### I/O nets highlighted

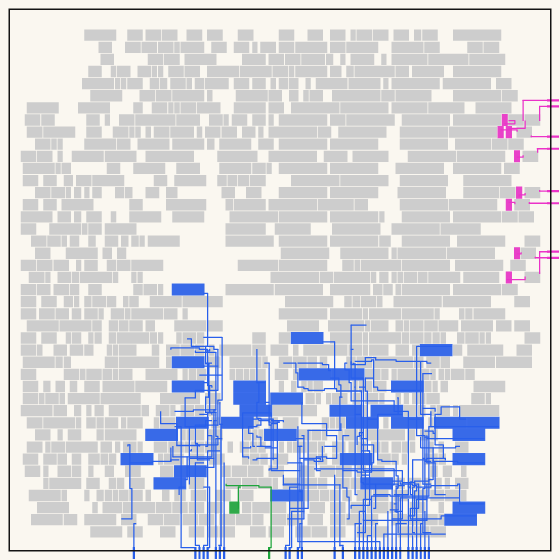
### Placement by cell class

Scale bar: 20 um.
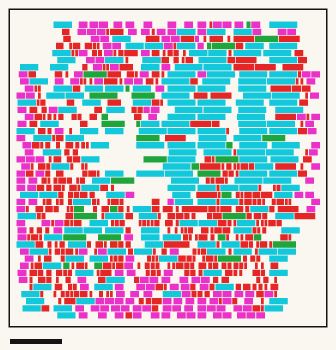
### Routing congestion

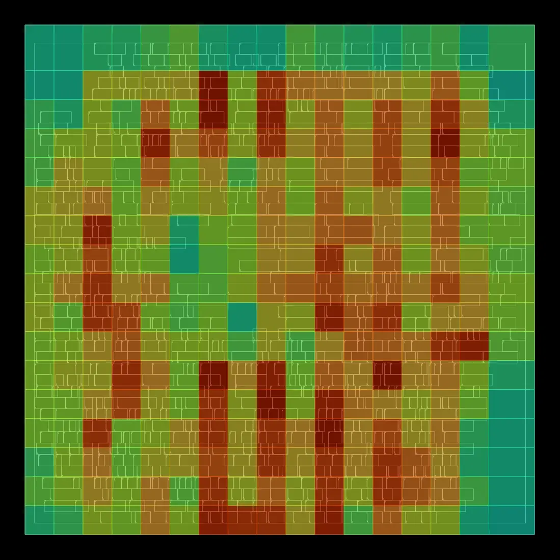
## src/rtl/sim_status_monitor_pkg.sv

```systemverilog
// ============================================================================
// Module  : sim_status_pkg
// Brief   : Shared types and constants for the simulation status monitor.
// Revision: 1.0 - initial release
// ============================================================================
`default_nettype none

package sim_status_pkg;

   typedef enum logic [1:0] {
      ST_RUN     = 2'd0,
      ST_DONE    = 2'd1,
      ST_TIMEOUT = 2'd2
   } state_t;

   localparam logic [31:0] DEFAULT_TOHOST_ADDR  = 32'h0000_0FF0;
   localparam logic [31:0] DEFAULT_CONSOLE_ADDR = 32'h0000_0FF4;
   localparam logic [31:0] TIMEOUT_RESULT       = 32'hFFFF_FFFF;

   // A tohost word with bit 0 set ends the test; the remaining bits carry the fail code.
   function automatic logic [31:0] fail_code(input logic [31:0] wdata);
      return wdata >> 1;
   endfunction

endpackage

`default_nettype wire

```

## src/rtl/sim_status_monitor_if.sv

```systemverilog
// ============================================================================
// Module  : sim_status_if
// Brief   : CPU store snoop, status and console signals of the status monitor.
// Revision: 1.0 - initial release
// ============================================================================
`default_nettype none

interface sim_status_if;

   logic        mem_wren;
   logic [31:0] mem_addr;
   logic [31:0] mem_wdata;
   logic        instr_retire;
   logic        done;
   logic        pass;
   logic        timeout;
   logic [31:0] result_code;
   logic [31:0] cycle_count;
   logic [31:0] instret_count;
   logic        console_valid;
   logic [7:0]  console_data;
   logic        console_ready;
   logic        console_overflow;

   modport master (
      output mem_wren, mem_addr, mem_wdata, instr_retire, console_ready,
      input  done, pass, timeout, result_code, cycle_count, instret_count,
      input  console_valid, console_data, console_overflow
   );

   modport slave (
      input  mem_wren, mem_addr, mem_wdata, instr_retire, console_ready,
      output done, pass, timeout, result_code, cycle_count, instret_count,
      output console_valid, console_data, console_overflow
   );

endinterface

`default_nettype wire

```

## src/rtl/sim_status_monitor_console_fifo.sv

```systemverilog
// ============================================================================
// Module  : console_fifo
// Brief   : Synchronous FIFO with an extra pointer bit for full/empty detection.
// Revision: 1.0 - initial release
// ============================================================================
`default_nettype none

module console_fifo #(
   parameter int DEPTH = 8,
   parameter int WIDTH = 8
) (
   input  logic             clk,
   input  logic             reset,
   input  logic             push,
   input  logic [WIDTH-1:0] push_data,
   input  logic             pop,
   output logic             valid,
   output logic [WIDTH-1:0] data,
   output logic             full
);

   localparam int AW = $clog2(DEPTH);

   logic [WIDTH-1:0] r_mem [DEPTH];
   logic [AW:0]      r_wr_ptr;
   logic [AW:0]      r_rd_ptr;
   logic             w_empty;
   logic             w_pop;
   logic             w_push;

   assign w_empty = (r_wr_ptr == r_rd_ptr);
   assign full    = (r_wr_ptr[AW] != r_rd_ptr[AW]) &&
                    (r_wr_ptr[AW-1:0] == r_rd_ptr[AW-1:0]);
   assign w_pop   = pop && !w_empty;
   // A pop in the same cycle frees the slot, so a push into a full FIFO is still taken.
   assign w_push  = push && (!full || w_pop);

   assign valid = !w_empty;
   assign data  = w_empty ? '0 : r_mem[r_rd_ptr[AW-1:0]];

   always_ff @(posedge clk) begin
      if (w_push) begin
         r_mem[r_wr_ptr[AW-1:0]] <= push_data;
      end
   end

   always_ff @(posedge clk) begin
      if (reset) begin
         r_wr_ptr <= '0;
         r_rd_ptr <= '0;
      end else begin
         if (w_push) r_wr_ptr <= r_wr_ptr + 1'b1;
         if (w_pop)  r_rd_ptr <= r_rd_ptr + 1'b1;
      end
   end

endmodule

`default_nettype wire

```

## src/rtl/sim_status_monitor.sv

```systemverilog
// ============================================================================
// Module  : sim_status_monitor
// Brief   : Snoops CPU stores for tohost/console MMIO, runs a watchdog and counters.
// Revision: 1.0 - initial release
// ============================================================================
`default_nettype none

module sim_status_monitor
   import sim_status_pkg::*;
#(
   parameter logic [31:0] TOHOST_ADDR    = DEFAULT_TOHOST_ADDR,
   parameter logic [31:0] CONSOLE_ADDR   = DEFAULT_CONSOLE_ADDR,
   parameter int          TIMEOUT_CYCLES = 4096,
   parameter int          FIFO_DEPTH     = 8
) (
   input  logic     clk,
   input  logic     reset,
   sim_status_if.slave bus
);

   localparam logic [31:0] C_WD_LAST = 32'(TIMEOUT_CYCLES - 1);

   state_t      r_state;
   state_t      w_next_state;
   logic        r_pass;
   logic        w_next_pass;
   logic [31:0] r_result;
   logic [31:0] w_next_result;
   logic [31:0] r_cycle_count;
   logic [31:0] r_instret_count;
   logic        r_overflow;
   logic        w_run;
   logic        w_tohost_term;
   logic        w_console_push;
   logic        w_fifo_valid;
   logic        w_fifo_full;
   logic        w_fifo_pop;

   assign w_run          = (r_state == ST_RUN);
   assign w_tohost_term  = w_run && bus.mem_wren && (bus.mem_addr == TOHOST_ADDR) &&
                           bus.mem_wdata[0];
   assign w_console_push = w_run && bus.mem_wren && (bus.mem_addr == CONSOLE_ADDR);
   assign w_fifo_pop     = w_fifo_valid && bus.console_ready;

   always_comb begin
      w_next_state  = r_state;
      w_next_pass   = r_pass;
      w_next_result = r_result;
      case (r_state)
         ST_RUN: begin
            // A terminating store beats the watchdog in the same cycle.
            if (w_tohost_term) begin
               w_next_state  = ST_DONE;
               w_next_pass   = (bus.mem_wdata == 32'd1);
               w_next_result = (bus.mem_wdata == 32'd1) ? 32'd0 : fail_code(bus.mem_wdata);
            end else if (r_cycle_count == C_WD_LAST) begin
               w_next_state  = ST_TIMEOUT;
               w_next_pass   = 1'b0;
               w_next_result = TIMEOUT_RESULT;
            end
         end
         default: ;
      endcase
   end

   always_ff @(posedge clk) begin
      if (reset) begin
         r_state         <= ST_RUN;
         r_pass          <= 1'b0;
         r_result        <= '0;
         r_cycle_count   <= '0;
         r_instret_count <= '0;
         r_overflow      <= 1'b0;
      end else begin
         r_state  <= w_next_state;
         r_pass   <= w_next_pass;
         r_result <= w_next_result;
         if (w_run) begin
            r_cycle_count <= r_cycle_count + 32'd1;
            if (bus.instr_retire) r_instret_count <= r_instret_count + 32'd1;
         end
         if (w_console_push && w_fifo_full && !w_fifo_pop) r_overflow <= 1'b1;
      end
   end

   console_fifo #(
      .DEPTH (FIFO_DEPTH),
      .WIDTH (8)
   ) u_console_fifo (
      .clk       (clk),
      .reset     (reset),
      .push      (w_console_push),
      .push_data (bus.mem_wdata[7:0]),
      .pop       (w_fifo_pop),
      .valid     (w_fifo_valid),
      .data      (bus.console_data),
      .full      (w_fifo_full)
   );

   assign bus.done             = !w_run;
   assign bus.pass             = r_pass;
   assign bus.timeout          = (r_state == ST_TIMEOUT);
   assign bus.result_code      = r_result;
   assign bus.cycle_count      = r_cycle_count;
   assign bus.instret_count    = r_instret_count;
   assign bus.console_valid    = w_fifo_valid;
   assign bus.console_overflow = r_overflow;

endmodule

`default_nettype wire
```

## src/flat_wrapper.sv

```systemverilog
// flat-port wrapper written by rule: the top's interface ports become plain ports
module sim_status_monitor_flat import sim_status_pkg::*;
#(
   parameter logic [31:0] TOHOST_ADDR    = DEFAULT_TOHOST_ADDR,
   parameter logic [31:0] CONSOLE_ADDR   = DEFAULT_CONSOLE_ADDR,
   parameter int          TIMEOUT_CYCLES = 4096,
   parameter int          FIFO_DEPTH     = 8
)
  (clk, reset, bus_mem_wren, bus_mem_addr, bus_mem_wdata, bus_instr_retire, bus_console_ready, bus_done, bus_pass, bus_timeout, bus_result_code, bus_cycle_count, bus_instret_count, bus_console_valid, bus_console_data, bus_console_overflow);
  sim_status_if bus_i ();
  input  logic clk;
  input  logic reset;
  input wire logic [$bits(bus_i.mem_wren)-1:0] bus_mem_wren;
  input wire logic [$bits(bus_i.mem_addr)-1:0] bus_mem_addr;
  input wire logic [$bits(bus_i.mem_wdata)-1:0] bus_mem_wdata;
  input wire logic [$bits(bus_i.instr_retire)-1:0] bus_instr_retire;
  input wire logic [$bits(bus_i.console_ready)-1:0] bus_console_ready;
  output wire logic [$bits(bus_i.done)-1:0] bus_done;
  output wire logic [$bits(bus_i.pass)-1:0] bus_pass;
  output wire logic [$bits(bus_i.timeout)-1:0] bus_timeout;
  output wire logic [$bits(bus_i.result_code)-1:0] bus_result_code;
  output wire logic [$bits(bus_i.cycle_count)-1:0] bus_cycle_count;
  output wire logic [$bits(bus_i.instret_count)-1:0] bus_instret_count;
  output wire logic [$bits(bus_i.console_valid)-1:0] bus_console_valid;
  output wire logic [$bits(bus_i.console_data)-1:0] bus_console_data;
  output wire logic [$bits(bus_i.console_overflow)-1:0] bus_console_overflow;
  assign bus_i.mem_wren = bus_mem_wren;
  assign bus_i.mem_addr = bus_mem_addr;
  assign bus_i.mem_wdata = bus_mem_wdata;
  assign bus_i.instr_retire = bus_instr_retire;
  assign bus_i.console_ready = bus_console_ready;
  assign bus_done = bus_i.done;
  assign bus_pass = bus_i.pass;
  assign bus_timeout = bus_i.timeout;
  assign bus_result_code = bus_i.result_code;
  assign bus_cycle_count = bus_i.cycle_count;
  assign bus_instret_count = bus_i.instret_count;
  assign bus_console_valid = bus_i.console_valid;
  assign bus_console_data = bus_i.console_data;
  assign bus_console_overflow = bus_i.console_overflow;
  sim_status_monitor #(.TOHOST_ADDR(TOHOST_ADDR), .CONSOLE_ADDR(CONSOLE_ADDR), .TIMEOUT_CYCLES(TIMEOUT_CYCLES), .FIFO_DEPTH(FIFO_DEPTH)) u_core (.clk(clk), .reset(reset), .bus(bus_i));
endmodule
```

## config.mk

```make
export PLATFORM = sky130hd
export DESIGN_NAME = sim_status_monitor_flat
export DESIGN_NICKNAME = d
export VERILOG_FILES = /design/src/rtl/sim_status_monitor_pkg.sv /design/src/rtl/sim_status_monitor_if.sv /design/src/rtl/sim_status_monitor_console_fifo.sv /design/src/rtl/sim_status_monitor.sv /design/src/flat_wrapper.sv
export SDC_FILE = /design/constraint.sdc
export NUM_CORES = 1
export LEC_CHECK = 0
export ABC_AREA = 0
export CAP_MARGIN = 0
export CORE_MARGIN = 2
export CORE_UTILIZATION = 54
export DETAILED_ROUTE_END_ITERATION = 8
export PLACE_DENSITY = 0.89
export SYNTH_ARGS = -nofsm -noshare
export SYNTH_HDL_FRONTEND = slang
export SYNTH_SLANG_ARGS = --single-unit
```

## constraint.sdc

```tcl
create_clock -name clk -period 6.2 [get_ports clk]
set_clock_uncertainty 0.05 [all_clocks]
set_input_delay 1.24 -clock clk [delete_from_list [all_inputs] [get_ports clk]]
set_output_delay 1.24 -clock clk [all_outputs]
set_load 0.05 [all_outputs]
```

==> deck_impl_summary.md <==
Synthesis and Place & Route Summary

Pwr
  • Net Switching: around 0.51 mW
  • Internal power: between 1.5 and 2 mW
  • Top power group: registers

STA
  • Setup WS post-layout: 1.79 ns
  • Min Tclk post-route: 4.41 ns
  • Unrepaired setup endpoints after global routing: no

Layout
  • #MultiIn Comb: 441
  • Max FFs per register: 64
  • Sequential share of cell area: between 40% and 50%
  • Fill count: 910
  • Synth-to-layout area growth: 31.9%
  • Non-clk bufs: 180
  • Most instantiated logic cell after routing: clkdlybuf4s50_1

Place
  • GP Congestion: 0.897

Critical path
  • Register-to-Register Path Depth: 5
  • Worst setup path end: u_core.u_console_fifo.r_mem[4][5]$_DFFE_PP_
  • Flop2flop setup slack: between 2 and 3 ns

Synth
  • Flip-flops with a built-in enable: 64
  • Max-area cell share: slightly below 30%
  • Yosys adder share: 0.674%

Hold path
  • Hold Startpoint: u_core.bus.pass$_SDFFE_PP0P_

Drt
  • Uppermost layer routed: met4

Global route
  • Total grt overflow: 0

Clock network
  • Clock transition at path regs: 0.06 ns

Run status
  • Status: complete, no violations
Back to the opening pictures, 'I/O nets highlighted':
| color | port | bits | direction | end cells | wire |
|---|---|---|---|---|---|
| magenta | bus_console_data | 8 | output | 8 | 65.4 um |
| green | bus_mem_wren | 1 | input | 1 | 30.2 um |
| blue | bus_cycle_count | 32 | output | 32 | 1890 um |

Back to the opening pictures, 'Placement by cell class':
| color | class | cells | share of their area |
|---|---|---|---|
| red | combinational and other logic | 455 | 32% |
| magenta | other buffers and delay cells | 180 | 19% |
| green | clock drivers and dummy loads | 32 | 5.9% |
| cyan | flops | 174 | 43% |

Back to the opening pictures, 'Routing congestion':
GR Util met3: 5.92%
M1 GR Usage: 32.3%
Total GRT Usage: 26.6%
GR peak layer: met2
Core Util, Final: 73.4%

No activity file was given, so power comes from the tool's default toggle rates.
